**src/rtl/mbi5153_line_tx_if.sv**
```systemverilog
// Bundle of the line transmitter's sequencer handshake, pixel RAM read port and MBI5153 pins.
interface mbi5153_line_tx_if #(
  parameter int unsigned ADDR_WIDTH = 11,
  parameter int unsigned DATA_WIDTH = 16
);
  logic                  request;
  logic [ADDR_WIDTH-1:0] base_addr;
  logic                  ready;
  logic                  busy;
  logic                  tx_done;
  logic                  ram_rd;
  logic [ADDR_WIDTH-1:0] ram_addr;
  logic [DATA_WIDTH-1:0] ram_data;
  logic                  sdi;
  logic                  le;
  logic                  dclk_en;

  modport master (
    output request, base_addr, ram_data,
    input  ready, busy, tx_done, ram_rd, ram_addr, sdi, le, dclk_en
  );

  modport slave (
    input  request, base_addr, ram_data,
    output ready, busy, tx_done, ram_rd, ram_addr, sdi, le, dclk_en
  );
endinterface

```
**src/rtl/mbi5153_line_tx.sv**
```systemverilog
// Fetches one line of grayscale words from pixel RAM in channel-major, farthest-IC-first order
// and shifts it gaplessly into the MBI5153 daisy chain with an LE pulse per channel.
module mbi5153_line_tx #(
  parameter int unsigned NUM_CH_IC    = 16,
  parameter int unsigned NUM_IC_CHAIN = 4,
  parameter int unsigned ADDR_WIDTH   = 11,
  parameter int unsigned DATA_WIDTH   = 16
) (
  input logic              i_clk,
  input logic              i_rst_n,
  mbi5153_line_tx_if.slave bus
);
  localparam int unsigned ChW  = (NUM_CH_IC > 1) ? $clog2(NUM_CH_IC) : 1;
  localparam int unsigned IcW  = (NUM_IC_CHAIN > 1) ? $clog2(NUM_IC_CHAIN) : 1;
  localparam int unsigned CntW = $clog2(DATA_WIDTH);
  localparam logic [ChW-1:0]  LastCh   = ChW'(NUM_CH_IC - 1);
  localparam logic [IcW-1:0]  LastIc   = IcW'(NUM_IC_CHAIN - 1);
  localparam logic [CntW-1:0] FirstBit = CntW'(DATA_WIDTH - 1);
  localparam logic [CntW-1:0] HoldBit  = CntW'(DATA_WIDTH - 2);

  typedef enum logic [2:0] {StIdle, StFetch, StLoad, StShift, StDone} state_e;

  state_e                r_state;
  logic [ADDR_WIDTH-1:0] r_base;
  logic [ChW-1:0]        r_ch;
  logic [IcW-1:0]        r_ic;
  logic [CntW-1:0]       r_bit_cnt;
  logic [DATA_WIDTH-1:0] r_shreg, r_hold;
  logic                  r_ready, r_busy, r_tx_done, r_ram_rd, r_le, r_dclk_en;
  logic [ADDR_WIDTH-1:0] r_ram_addr;

  state_e                w_state_d;
  logic [ADDR_WIDTH-1:0] w_base_d;
  logic [ChW-1:0]        w_ch_d, w_nxt_ch;
  logic [IcW-1:0]        w_ic_d, w_nxt_ic;
  logic [CntW-1:0]       w_bit_cnt_d;
  logic [DATA_WIDTH-1:0] w_shreg_d, w_hold_d;
  logic                  w_ready_d, w_busy_d, w_tx_done_d, w_ram_rd_d, w_le_d, w_dclk_en_d;
  logic [ADDR_WIDTH-1:0] w_ram_addr_d;

  function automatic logic [ADDR_WIDTH-1:0] offset(input logic [ChW-1:0] ch,
                                                   input logic [IcW-1:0] ic);
    return ADDR_WIDTH'(ic) * ADDR_WIDTH'(NUM_CH_IC) + ADDR_WIDTH'(ch);
  endfunction

  always_ff @(posedge i_clk or negedge i_rst_n) begin
    if (!i_rst_n) begin
      r_state    <= StIdle;
      r_base     <= '0;
      r_ch       <= '0;
      r_ic       <= LastIc;
      r_bit_cnt  <= FirstBit;
      r_shreg    <= '0;
      r_hold     <= '0;
      r_ready    <= 1'b1;
      r_busy     <= 1'b0;
      r_tx_done  <= 1'b0;
      r_ram_rd   <= 1'b0;
      r_ram_addr <= '0;
      r_le       <= 1'b0;
      r_dclk_en  <= 1'b0;
    end else begin
      r_state    <= w_state_d;
      r_base     <= w_base_d;
      r_ch       <= w_ch_d;
      r_ic       <= w_ic_d;
      r_bit_cnt  <= w_bit_cnt_d;
      r_shreg    <= w_shreg_d;
      r_hold     <= w_hold_d;
      r_ready    <= w_ready_d;
      r_busy     <= w_busy_d;
      r_tx_done  <= w_tx_done_d;
      r_ram_rd   <= w_ram_rd_d;
      r_ram_addr <= w_ram_addr_d;
      r_le       <= w_le_d;
      r_dclk_en  <= w_dclk_en_d;
    end
  end

  always_comb begin
    w_state_d   = r_state;
    w_base_d    = r_base;
    w_ch_d      = r_ch;
    w_ic_d      = r_ic;
    w_bit_cnt_d = r_bit_cnt;
    w_shreg_d   = r_shreg;
    w_hold_d    = r_hold;
    unique case (r_state)
      StIdle: begin
        if (bus.request) begin
          w_state_d   = StFetch;
          w_base_d    = bus.base_addr;
          w_ch_d      = '0;
          w_ic_d      = LastIc;
          w_bit_cnt_d = FirstBit;
        end
      end
      StFetch: w_state_d = StLoad;
      StLoad: begin
        w_state_d   = StShift;
        w_shreg_d   = bus.ram_data;
        w_bit_cnt_d = FirstBit;
      end
      StShift: begin
        w_shreg_d   = {r_shreg[DATA_WIDTH-2:0], 1'b0};
        w_bit_cnt_d = r_bit_cnt - CntW'(1);
        // Prefetched word arrives one cycle after its read strobe.
        if (r_bit_cnt == HoldBit) w_hold_d = bus.ram_data;
        if (r_bit_cnt == '0) begin
          if (r_ch == LastCh && r_ic == '0) begin
            w_state_d = StDone;
            w_shreg_d = '0;
          end else begin
            w_shreg_d   = r_hold;
            w_bit_cnt_d = FirstBit;
            if (r_ic == '0) begin
              w_ic_d = LastIc;
              w_ch_d = r_ch + ChW'(1);
            end else begin
              w_ic_d = r_ic - IcW'(1);
            end
          end
        end
      end
      StDone:  w_state_d = StIdle;
      default: w_state_d = StIdle;
    endcase
  end

  // Outputs are decoded from next-state values so every pin comes straight off a flop.
  always_comb begin
    w_ready_d    = (w_state_d == StIdle);
    w_busy_d     = (w_state_d == StFetch) || (w_state_d == StLoad) || (w_state_d == StShift);
    w_tx_done_d  = (w_state_d == StDone);
    w_dclk_en_d  = (w_state_d == StShift);
    w_le_d       = (w_state_d == StShift) && (w_bit_cnt_d == '0) && (w_ic_d == '0);
    w_nxt_ch     = (w_ic_d == '0) ? w_ch_d + ChW'(1) : w_ch_d;
    w_nxt_ic     = (w_ic_d == '0) ? LastIc : w_ic_d - IcW'(1);
    w_ram_rd_d   = 1'b0;
    w_ram_addr_d = r_ram_addr;
    if (r_state == StIdle && w_state_d == StFetch) begin
      w_ram_rd_d   = 1'b1;
      w_ram_addr_d = w_base_d + offset('0, LastIc);
    end else if (w_state_d == StShift && w_bit_cnt_d == FirstBit &&
                 !(w_ch_d == LastCh && w_ic_d == '0)) begin
      w_ram_rd_d   = 1'b1;
      w_ram_addr_d = w_base_d + offset(w_nxt_ch, w_nxt_ic);
    end
  end

  assign bus.ready    = r_ready;
  assign bus.busy     = r_busy;
  assign bus.tx_done  = r_tx_done;
  assign bus.ram_rd   = r_ram_rd;
  assign bus.ram_addr = r_ram_addr;
  assign bus.sdi      = r_shreg[DATA_WIDTH-1];
  assign bus.le       = r_le;
  assign bus.dclk_en  = r_dclk_en;
endmodule

```
**src/flat_wrapper.sv**
```systemverilog
// flat-port wrapper written by rule: the top's interface ports become plain ports
module mbi5153_line_tx_flat 
#(
  parameter int unsigned NUM_CH_IC    = 16,
  parameter int unsigned NUM_IC_CHAIN = 4,
  parameter int unsigned ADDR_WIDTH   = 11,
  parameter int unsigned DATA_WIDTH   = 16
)
  (i_clk, i_rst_n, bus_request, bus_base_addr, bus_ram_data, bus_ready, bus_busy, bus_tx_done, bus_ram_rd, bus_ram_addr, bus_sdi, bus_le, bus_dclk_en);
  mbi5153_line_tx_if #(.ADDR_WIDTH(ADDR_WIDTH), .DATA_WIDTH(DATA_WIDTH)) bus_i ();
  input logic i_clk;
  input logic i_rst_n;
  input wire logic [$bits(bus_i.request)-1:0] bus_request;
  input wire logic [$bits(bus_i.base_addr)-1:0] bus_base_addr;
  input wire logic [$bits(bus_i.ram_data)-1:0] bus_ram_data;
  output wire logic [$bits(bus_i.ready)-1:0] bus_ready;
  output wire logic [$bits(bus_i.busy)-1:0] bus_busy;
  output wire logic [$bits(bus_i.tx_done)-1:0] bus_tx_done;
  output wire logic [$bits(bus_i.ram_rd)-1:0] bus_ram_rd;
  output wire logic [$bits(bus_i.ram_addr)-1:0] bus_ram_addr;
  output wire logic [$bits(bus_i.sdi)-1:0] bus_sdi;
  output wire logic [$bits(bus_i.le)-1:0] bus_le;
  output wire logic [$bits(bus_i.dclk_en)-1:0] bus_dclk_en;
  assign bus_i.request = bus_request;
  assign bus_i.base_addr = bus_base_addr;
  assign bus_i.ram_data = bus_ram_data;
  assign bus_ready = bus_i.ready;
  assign bus_busy = bus_i.busy;
  assign bus_tx_done = bus_i.tx_done;
  assign bus_ram_rd = bus_i.ram_rd;
  assign bus_ram_addr = bus_i.ram_addr;
  assign bus_sdi = bus_i.sdi;
  assign bus_le = bus_i.le;
  assign bus_dclk_en = bus_i.dclk_en;
  mbi5153_line_tx #(.NUM_CH_IC(NUM_CH_IC), .NUM_IC_CHAIN(NUM_IC_CHAIN), .ADDR_WIDTH(ADDR_WIDTH), .DATA_WIDTH(DATA_WIDTH)) u_core (.i_clk(i_clk), .i_rst_n(i_rst_n), .bus(bus_i));
endmodule
```
**config.mk**
```make
export PLATFORM = sky130hd
export DESIGN_NAME = mbi5153_line_tx_flat
export DESIGN_NICKNAME = d
export VERILOG_FILES = /design/src/rtl/mbi5153_line_tx_if.sv /design/src/rtl/mbi5153_line_tx.sv /design/src/flat_wrapper.sv
export SDC_FILE = /design/constraint.sdc
export NUM_CORES = 1
export LEC_CHECK = 0
export CORE_MARGIN = 5
export CORE_UTILIZATION = 55
export DETAILED_ROUTE_END_ITERATION = 10
export PLACE_DENSITY = 0.89
export SYNTH_ARGS = -nofsm -noshare
export SYNTH_HDL_FRONTEND = slang
export SYNTH_SLANG_ARGS = --single-unit
export TNS_END_PERCENT = 1
```
**constraint.sdc**
```tcl
create_clock -name i_clk -period 7.51 [get_ports i_clk]
set_clock_uncertainty 0.15 [all_clocks]
set_input_delay 1.8775 -clock i_clk [delete_from_list [all_inputs] [get_ports i_clk]]
set_output_delay 1.8775 -clock i_clk [all_outputs]
set_load 0.02 [all_outputs]
```
==> images/clocks.png <==
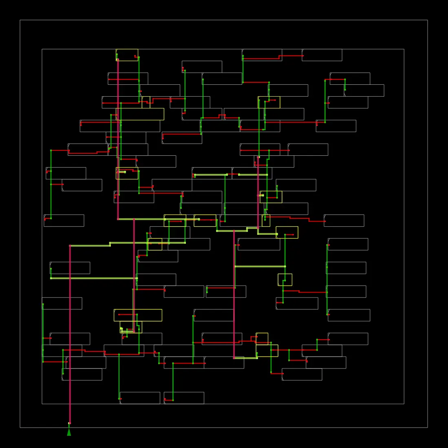
FF+latch count: 73
power attributed to the clock group: 343 uW

==> images/clk_routes.png <==
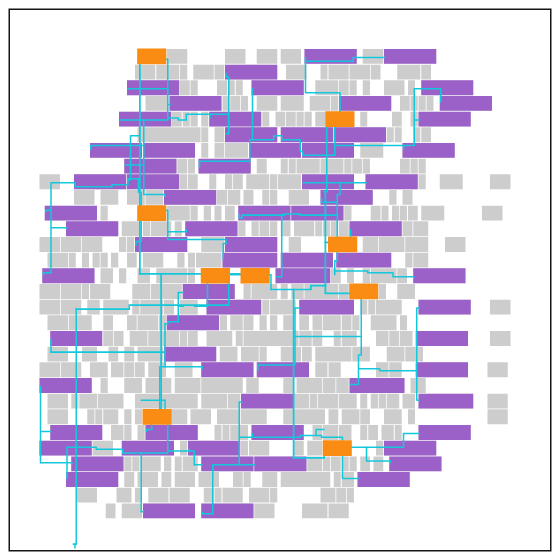
[orange] clock drivers | count: 9
[purple] flip-flops | count: 73
[cyan] clock wires | length: 931 um
flops lie: spread over the die

==> images/placement_by_type.png <==
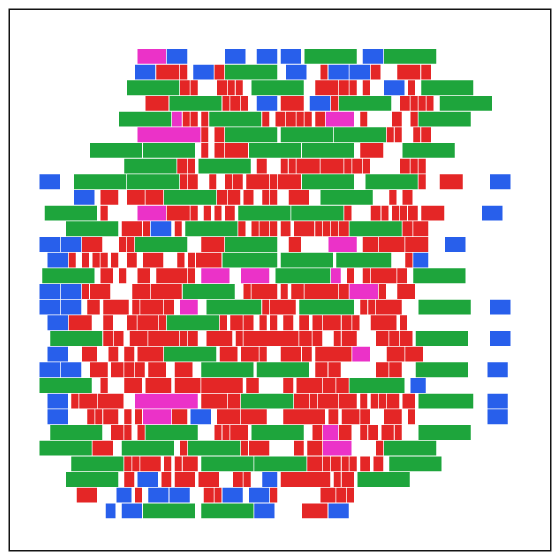
| colour | class | cells | share of their area |
|---|---|---|---|
| red | combinational and other logic | 305 | 43% |
| magenta | clock drivers and dummy loads | 16 | 4.9% |
| blue | other buffers and delay cells | 51 | 11% |
| green | flops | 73 | 41% |
fraction of area in registers: 39.71%
post-route cell area: 4622 sq um
post-layout utilization of the core: 68.03%
area of the core: 6794 sq um

==> images/sizes.png <==
Scale bar: 20 um.
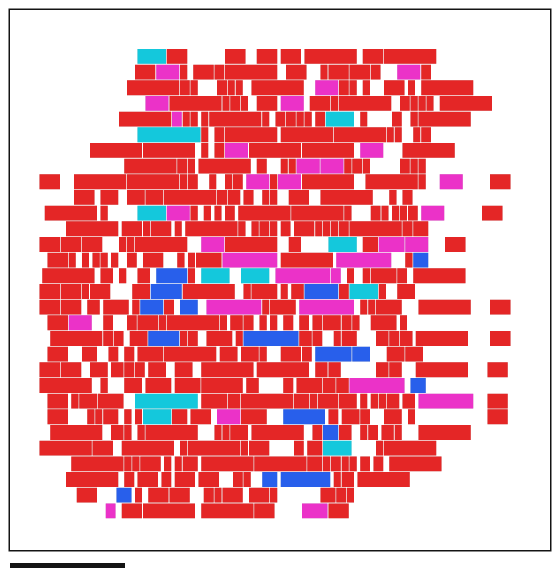
| colour | size | cells | share |
|---|---|---|---|
| magenta | _2 cells | 30 | 6.7% |
| cyan | _6 and larger | 11 | 2.5% |
| blue | _3 and _4 cells | 16 | 3.6% |
| red | _0 and _1 cells | 388 | 87% |

==> out/qor.log <==
INFO  status         outcome=finished, final reports clean
INFO  pwr            internal=683.3uW
INFO  clock_network  cts_sinks=73
INFO  critical_path  worstSetupEndpoint=u_core.bus.ram_addr[9]
INFO  detailed_routing wl_met1=3.526mm
INFO  placement      dp_hpwl=5.948mm
INFO  placement      routabilityCongestion=0.8901
INFO  floorplanning  floorplan.core_util=56.76%
INFO  final_timing   period_minus_slack=5.685ns
INFO  logic_synthesis mux_area_share=9.020%
INFO  global_route   first_global_vias=3119
INFO  finish         design.final.nets=486
INFO  pwr            p_leak=0.002191uW
INFO  finish         areaGrowthSynthToFinish=19.86%
INFO  clock_network  cts-resized-gates=0
INFO  final_timing   timing.setup.tns=0ns
INFO  logic_synthesis synth.top_cells.by_count=66 x sky130_fd_sc_hd__dfrtp_1, 61 x sky130_fd_sc_hd__nor2_1, 40 x sky130_fd_sc_hd__a21oi_1, 37 x sky130_fd_sc_hd__nand2_1, 25 x sky130_fd_sc_hd__inv_1
INFO  clock_network  clock_insertion_delay_worst_skew=0.36ns
INFO  finish         fin_cells=541
INFO  finish         layout.filler_cells=498
INFO  global_route   gr-usage-all-layers=20.82%
INFO  logic_synthesis synth.comb.largest_family=simple AND/OR/NAND/NOR gates
INFO  finish         layout_top_registers=u_core.r_hold x16, u_core.r_shreg x16
INFO  floorplanning  die_y=93.74um
INFO  clock_network  cts_tree=yes
INFO  critical_path  r2r_slack=2.16ns
INFO  pwr            net-switching-power=252.2uW
INFO  logic_synthesis synth_cell_types=53
INFO  logic_synthesis post_synth_fa_ha_maj_area_fraction=5.386%
INFO  logic_synthesis syn_area=3856squm
INFO  pwr            part_of_the_total_power_dissipated_in_combinational_logic=17.7%
INFO  min_path       hold_path_cell_cnt=2
INFO  detailed_routing met2_wirelength=4.453mm
INFO  critical_path  crit_fanout=25
INFO  placement      pre_cts_slack=1.522ns
INFO  global_route   global_route.usage.met3=3.365%
INFO  final_timing   finalSetupViolCount=0
INFO  final_timing   holdWs=0.3404ns
INFO  detailed_routing detail_route.wirelength=8.614mm
INFO  job            max_cap_viol_count=0
INFO  detailed_routing first_iter_violations=215
INFO  logic_synthesis synth.top_cell.area_share=42.83%
INFO  finish         mostFrequentLayoutCells=66 x sky130_fd_sc_hd__dfrtp_1, 61 x sky130_fd_sc_hd__nor2_1, 46 x sky130_fd_sc_hd__clkdlybuf4s50_1
INFO  clock_network  tritoncts.num_buffers=9
INFO  logic_synthesis post_synth_inst_count=394
INFO  critical_path  crit_path_end_kind=register
INFO  critical_path  crit_path_frequent_cell=sky130_fd_sc_hd__ha_1
INFO  clock_network  cts.reportedPaths.clkPinSlew=0.08ns
INFO  detailed_routing detailroute.via_count=3049
INFO  pwr            p_clk_share=36.7%
INFO  finish         drive_gt1_share=12.81%
INFO  min_path       worstHoldPathType=register to register
INFO  critical_path  worst_path_dominant_cell_family=AND-OR/OR-AND gates
INFO  logic_synthesis fp_nets=440
INFO  logic_synthesis netlist_top_cells_area=sky130_fd_sc_hd__dfrtp_1 43%, sky130_fd_sc_hd__nor2_1 5.9%, sky130_fd_sc_hd__mux2_2 5.3%, sky130_fd_sc_hd__a21oi_1 5.2%, sky130_fd_sc_hd__ha_1 4.9%
INFO  logic_synthesis yosysWarnings=0
INFO  logic_synthesis synthArstFlopShare=100.0%
INFO  critical_path  worst_r2r_path_depth=18
INFO  floorplanning  die_area=8786squm
INFO  critical_path  timing.critical_path.from_type=input pin
INFO  logic_synthesis syn_avg_cell_area=9.787squm
INFO  detailed_routing firstDrtPassIters=4
INFO  logic_synthesis synth-cells-yosys=394
INFO  global_route   global_route.usage.met1=25.64%
INFO  global_route   gr-usage-met2=35.25%
INFO  critical_path  critical_path_data_arrival_time=5.77ns
INFO  job            log.warning_count=29
INFO  global_route   grt-busiest-layer=met2
INFO  clock_network  clk_root_buffer_cell=sky130_fd_sc_hd__clkbuf_8
INFO  final_timing   setup_ws=1.825ns
INFO  detailed_routing avgRoutedWirePerCell=15.92um
INFO  placement      numPlacedInstances=525
INFO  logic_synthesis postSynthRegisterBits=73
INFO  placement      port-buffer-count=47
INFO  clock_network  ctsHtreeMaxLevel=3
INFO  finish         antennaDiodeCount=0
INFO  logic_synthesis xor_share_synth=2.953%
INFO  pwr            power.ir.vdd_worst=0.2081mV
INFO  detailed_routing max_used_layer=met4
INFO  clock_network  clock_tree_buffer_depth=2
INFO  logic_synthesis yosysMostFrequentCell=sky130_fd_sc_hd__dfrtp_1
INFO  critical_path  path_class=input pin to register
INFO  logic_synthesis yosys.stat.seqShare=47.60%
INFO  critical_path  critPathLaunch=bus_request
INFO  critical_path  path_cells=clkdlybuf4s50_1 -> nor4b_4 -> buf_4 -> nor3_1 -> a31oi_1 -> inv_1 -> ha_1 -> mux2_2 -> ha_1 -> a21o_1 -> a21oi_1 -> o21bai_1 -> o211a_1 -> nor2b_1 -> xnor2_1 -> mux2_4
INFO  critical_path  cp_data_required_time=7.60ns
INFO  logic_synthesis post_synth_ao_oa_area_fraction=13.37%
INFO  pwr            post-layout-total-power=935.5uW
INFO  global_route   grt_pass1_wl=14.37mm
INFO  global_route   grt_overflow=0
INFO  final_timing   grt_setup_unrepaired=no
INFO  final_timing   timing.final.crit_share=75.70%
INFO  global_route   grt_antenna_before_repair=0
INFO  detailed_routing ant_nets_after_route=0
INFO  floorplanning  die_w=93.74um
INFO  pwr            p_sw_share=26.96%
INFO  logic_synthesis synth_top_flop_cell=sky130_fd_sc_hd__dfrtp_1
INFO  logic_synthesis synth_chip_area=3856squm
INFO  critical_path  timing.critical_path.slowest_stage_cell=sky130_fd_sc_hd__clkdlybuf4s50_1
INFO  global_route   maximum_number_of_pins_on_one_net_before_global_route_repair=74
INFO  critical_path  rr_startpoint=u_core.r_bit_cnt[0]
INFO  final_timing   report.final.hold_viol_count=0
INFO  logic_synthesis simple_gate_area_share=17.23%
INFO  final_timing   highest_clock_frequency_the_design_can_meet=175.9MHz
INFO  min_path       startpoint_of_the_worst_hold_path=u_core.r_base[0]
INFO  critical_path  critical_path.reg2reg.endpoint=u_core.bus.ram_addr[9]
INFO  finish         area.sequential=1836squm
INFO  final_timing   slew_viol_final=0
INFO  critical_path  crit_path_max_incr_delay=0.53ns
INFO  logic_synthesis number_of_flops_mapped_to_enable_cells_by_yosys=0
INFO  critical_path  number_of_buffers_and_inverters_on_the_critical_path=3
INFO  pwr            power.sequential.fraction=45.6%
INFO  floorplanning  number_of_top_level_design_ports=48
INFO  detailed_routing via_per_inst=5.636
INFO  detailed_routing met3_length=418um
INFO  floorplanning  num_rows=30
INFO  detailed_routing remaining_drc_errors=0
INFO  finish         lay_top_count=sky130_fd_sc_hd__dfrtp_1
INFO  finish         multiInputGateArea=1858squm
INFO  critical_path  crit_cells=16
INFO  logic_synthesis netlist.top_cell.by_area=sky130_fd_sc_hd__dfrtp_1
INFO  clock_network  post-cts-setup-buffer-count=0
INFO  pwr            powerDensity=202.4nW/um^2
INFO  final_timing   tightest_slew=0.9084ns
INFO  clock_network  postCtsHoldBufs=0
INFO  final_timing   slew_headroom=39.44%
INFO  min_path       holdPathEnd=u_core.r_base[0]
-- final cells by class --
| cell class | count | share of cell area (%) |
|---|---|---|
| Clock inverter | 7 | 2.057 |
| Multi-Input combinational cell | 280 | 40.20 |
| Tap cell | 96 | 2.599 |
| Timing Repair Buffer | 51 | 10.72 |
| Clock buffer | 9 | 2.680 |
| Sequential cell | 73 | 39.71 |
| Inverter | 25 | 2.030 |
-- power by group through the flow --
stage          clock network, uW  logic, uW  registers [uW]
2_1_floorplan                  0       83.5             445
3_3_place_gp                   0        157             433
3_5_place_dp                   0        165             433
4_1_cts                      346        167             427
5_1_grt                      364        182             430
6_report                     343        166             427
-- per-stage QoR --
step	util [%]	instance area, sq um
floorplan	-	3856
global placement	64.81	4403
detailed placement	64.81	4403
CTS	68.03	4622
global route	68.03	4622
finish	68.03	4622
Power and IR drop assume default switching activity.
